### src/rtl/mips_pkg.sv
// Shared MIPS datapath constants and the common word type.
package mips_pkg;

    localparam int WORD_W       = 32;
    localparam int BRANCH_SHIFT = 2;

    typedef logic [WORD_W-1:0] word_t;

endpackage

### src/rtl/left_shift_core.sv
// Combinational fixed-amount logical left shift with a lost-bits indicator.
module left_shift_core
    import mips_pkg::*;
#(
    parameter int WIDTH = WORD_W,
    parameter int SHIFT = BRANCH_SHIFT
) (
    input  logic [WIDTH-1:0] in_word,
    output logic [WIDTH-1:0] shifted,
    output logic             lost
);

    assign shifted = in_word << SHIFT;

    // A zero-width part-select is illegal, so SHIFT=0 gets its own branch.
    generate
        if (SHIFT == 0) begin : g_no_shift
            assign lost = 1'b0;
        end else begin : g_shift
            assign lost = |in_word[WIDTH-1 -: SHIFT];
        end
    endgenerate

endmodule

### src/rtl/left_shifter.sv
// Registered left shifter: word offset to byte offset, with valid and overflow.
module left_shifter
    import mips_pkg::*;
#(
    parameter int WIDTH = WORD_W,
    parameter int SHIFT = BRANCH_SHIFT
) (
    input  logic             clk,
    input  logic             reset,
    input  logic [WIDTH-1:0] In,
    input  logic             in_valid,
    output logic [WIDTH-1:0] Out,
    output logic             out_valid,
    output logic             overflow
);

    logic [WIDTH-1:0] shifted;
    logic             lost;

    logic [WIDTH-1:0] out_q, out_d;
    logic             ovf_q, ovf_d;
    logic             valid_q, valid_d;

    left_shift_core #(
        .WIDTH (WIDTH),
        .SHIFT (SHIFT)
    ) u_core (
        .in_word (In),
        .shifted (shifted),
        .lost    (lost)
    );

    // In is only looked at under in_valid, so an X on an idle bus never reaches the registers.
    always_comb begin
        out_d   = out_q;
        ovf_d   = ovf_q;
        valid_d = in_valid;
        if (in_valid) begin
            out_d = shifted;
            ovf_d = lost;
        end
    end

    always_ff @(posedge clk) begin
        if (reset) begin
            out_q   <= '0;
            ovf_q   <= 1'b0;
            valid_q <= 1'b0;
        end else begin
            out_q   <= out_d;
            ovf_q   <= ovf_d;
            valid_q <= valid_d;
        end
    end

    assign Out       = out_q;
    assign out_valid = valid_q;
    assign overflow  = ovf_q;

endmodule

### config.mk
export PLATFORM = sky130hd
export DESIGN_NAME = left_shifter
export DESIGN_NICKNAME = d
export VERILOG_FILES = /design/src/rtl/mips_pkg.sv /design/src/rtl/left_shift_core.sv /design/src/rtl/left_shifter.sv
export SDC_FILE = /design/constraint.sdc
export NUM_CORES = 1
export LEC_CHECK = 0
export CORE_MARGIN = 8
export CORE_UTILIZATION = 33
export DETAILED_ROUTE_END_ITERATION = 12
export PLACE_DENSITY = 0.74
export SYNTH_ARGS = -nofsm -noshare
export SYNTH_HDL_FRONTEND = slang
export SYNTH_SLANG_ARGS = --single-unit
### constraint.sdc
create_clock -name clk -period 0.8 [get_ports clk]
set_input_delay 0.16 -clock clk [delete_from_list [all_inputs] [get_ports clk]]
set_output_delay 0.16 -clock clk [all_outputs]
set_load 0.01 [all_outputs]
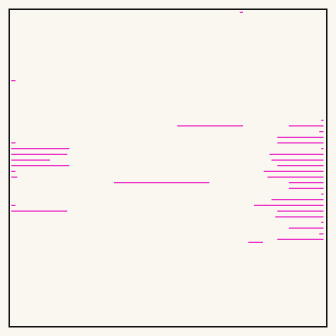
met3.png
share of all routed wire: 8.8%
longest straight run: 22.5 um
nets with wire on the layer: 35
wire length on this layer: 288 um
main direction: horizontal

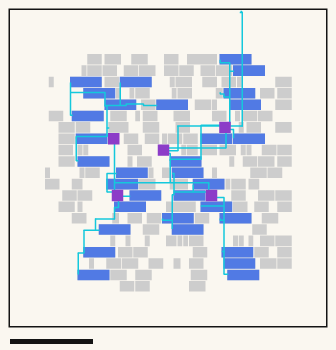
clock_map.png
The bar under the picture is 20 um long.
[clock wires] cyan | length: 326 um
[cells driving clock nets] purple | count: 5
[flip-flops] blue | count: 32
routed clock nets: 6

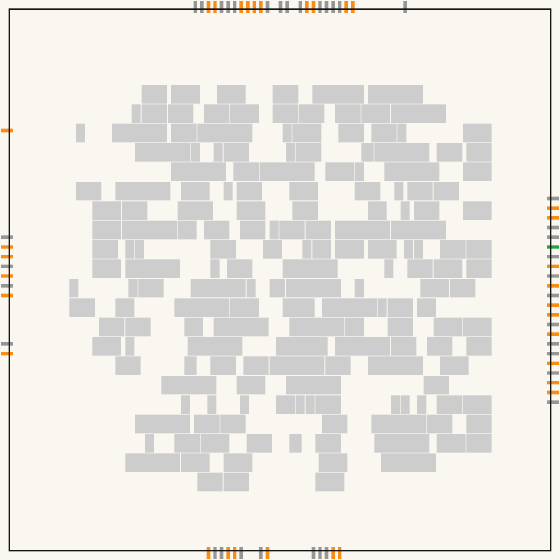
pins.png
Pins as bars across the die edge, other pins in gray.
[`out_valid`] green | pins: 1 | direction: output | edge: right
[`Out`] orange | pins: 32 | direction: output | edge: 10 right, 10 top, 6 left, 6 bottom

-- kinds of logic (layout without fill, tap and decap cells) --
family                 Yosys count  after routing  synth area share
flip-flops                      32             32            0.5441
other                            1              2          0.003185
AND-OR/OR-AND                    1              1          0.006379
AND/OR/NAND/NOR                 33             33            0.1073
buffers and inverters            9             80           0.08395
multiplexers                    30             30            0.2550
-- sequential cells by signal, indices dropped and copies added, names as in the netlist --
| signal | flops |
|---|---|
| Out | 30 |
| out_valid | 1 |
| overflow | 1 |
-- tightest hold or removal path, cell delays in order --
cell	delay (ps)
buf_2	120
buf_12	200
a211oi_2	80
-- synthesized netlist by cell type, drive strengths merged --
library cell,number
a211oi,1
buf,7
clkbuf,2
conb,1
dfxtp,32
mux2i,30
nor2,32
nor2b,1
==> out/results.ini <==
[final_timing]
fin_crit_ps=930.8
setup_viol=32
fmaxAchievable_mhz=1074
drv_slew=0
finalSetupTns_ps=-3812
timing.hold.ws_ps=294.2
rsz0062_at_grt=yes
setup_ws_ps=-130.8
fin_worst_skew_ps=0
post-route-period-util=1.163

[final_layout]
clkCellAreaFrac=0.03047
flops=32
sh_seq_area=0.3383
area_dominant_class=non-clock buffers
bufAreaShareNonClock=0.3806
layout.cells.most_common=clkdlybuf4s50_1
fin_util=0.5936
fill_cells=295
area_growth_pct=70.88
n_all_buffers=72
lay_top_cells=33 x clkdlybuf4s50_1, 32 x dfxtp_2, 32 x nor2_1, 32 x buf_6, 30 x mux2i_1
n_antenna_cell=0
logic_area_sq_um=446.7
fin_nets=212
drive_gt1_frac=0.4494
regArea_sq_um=680.7
fin_area_sq_mm=0.002012

[critical_path]
r2r_slack_ps=40
end_kind=output port
worstSetupPathType=reg -> out
crit_required_ps=640
timing.critical_path.buf_inv=1
cpMaxStageDelayCell=dfxtp_2
path_depth=1
crit_family=flip-flops
cp_cell_sequence=buf_6
cp_max_fo=2
crit_arrival_ps=770
cp-start-kind=register
critPathLaunch=Out[25]
reg2reg_to=Out[3]
rr_startpoint=Out[3]

[grt]
grt_pass1_wl_um=4954
grt-ovfl-total=0
antenna_found_initial=0
grt_use_met3=0.05263
grt_usage=0.1168
busiest_layer=met2
groute.layer.met2.usage=0.2196
grt_max_degree=33
grt_pass1_vias=1022

[logic_synthesis]
ys_cells=106
yosysWarningCount=0
top_cell_area_share=0.5441
ys_chip_area_sq_mm=0.001177
synthDistinctLibCells=11
ys_seq_share=0.5441
top_area_cell=dfxtp_1
ys_seq_elements=32

[pwr]
ir_drop_mv=0.9329
p_clk_mw=0.906
clock_power_share=0.270
p_total_mw=3.355
pwr-share-comb=0.201
power-top-group=sequential cells
combinationalPower_mw=0.674
p_leak_nw=0.9276
internal_power_mw=2.559
power_switching_mw=0.7966
p_sw_frac=0.2374
p_per_area_mw_per_mm2=1668
p_seq_frac=0.529

[flow_run]
maxCapViolations=0
log.warning_count=28

[route]
drtIter0Drc=23
wl_met1_um=1128
drt-pass1-iter-count=4
avgRoutedWirePerCell_um=14.56
viasPerCell=4.375
wl_met3_um=287
wl_met2_um=1817
top_layer=met4
drcViolationCount=0

[clock_tree]
clk_pin_slew_ps=90
cts_sinks=32
clock_path_buffers=2
post_cts_hold_buffer_count=0
htreeDepth=2
cts_root_buf=clkbuf_4
clk_latency_ps=310
post_cts_resized=191

[status]
violations=negative setup slack
status=complete, but fails checks

[placed_design]
dp_slack_ps=-277.7
place_hpwl_um=2528
place_inst=214

[floorplan]
fp_util=0.3474
num_rows=21
num_tap_cells=46
die_h_um=75.73
core_sq_mm=0.003390
ios=69
die_w_um=75.73

[worst_hold_path]
min_from=in_valid
whs_endpoint=overflow

No activity file was given, so power comes from the tool's default toggle rates.
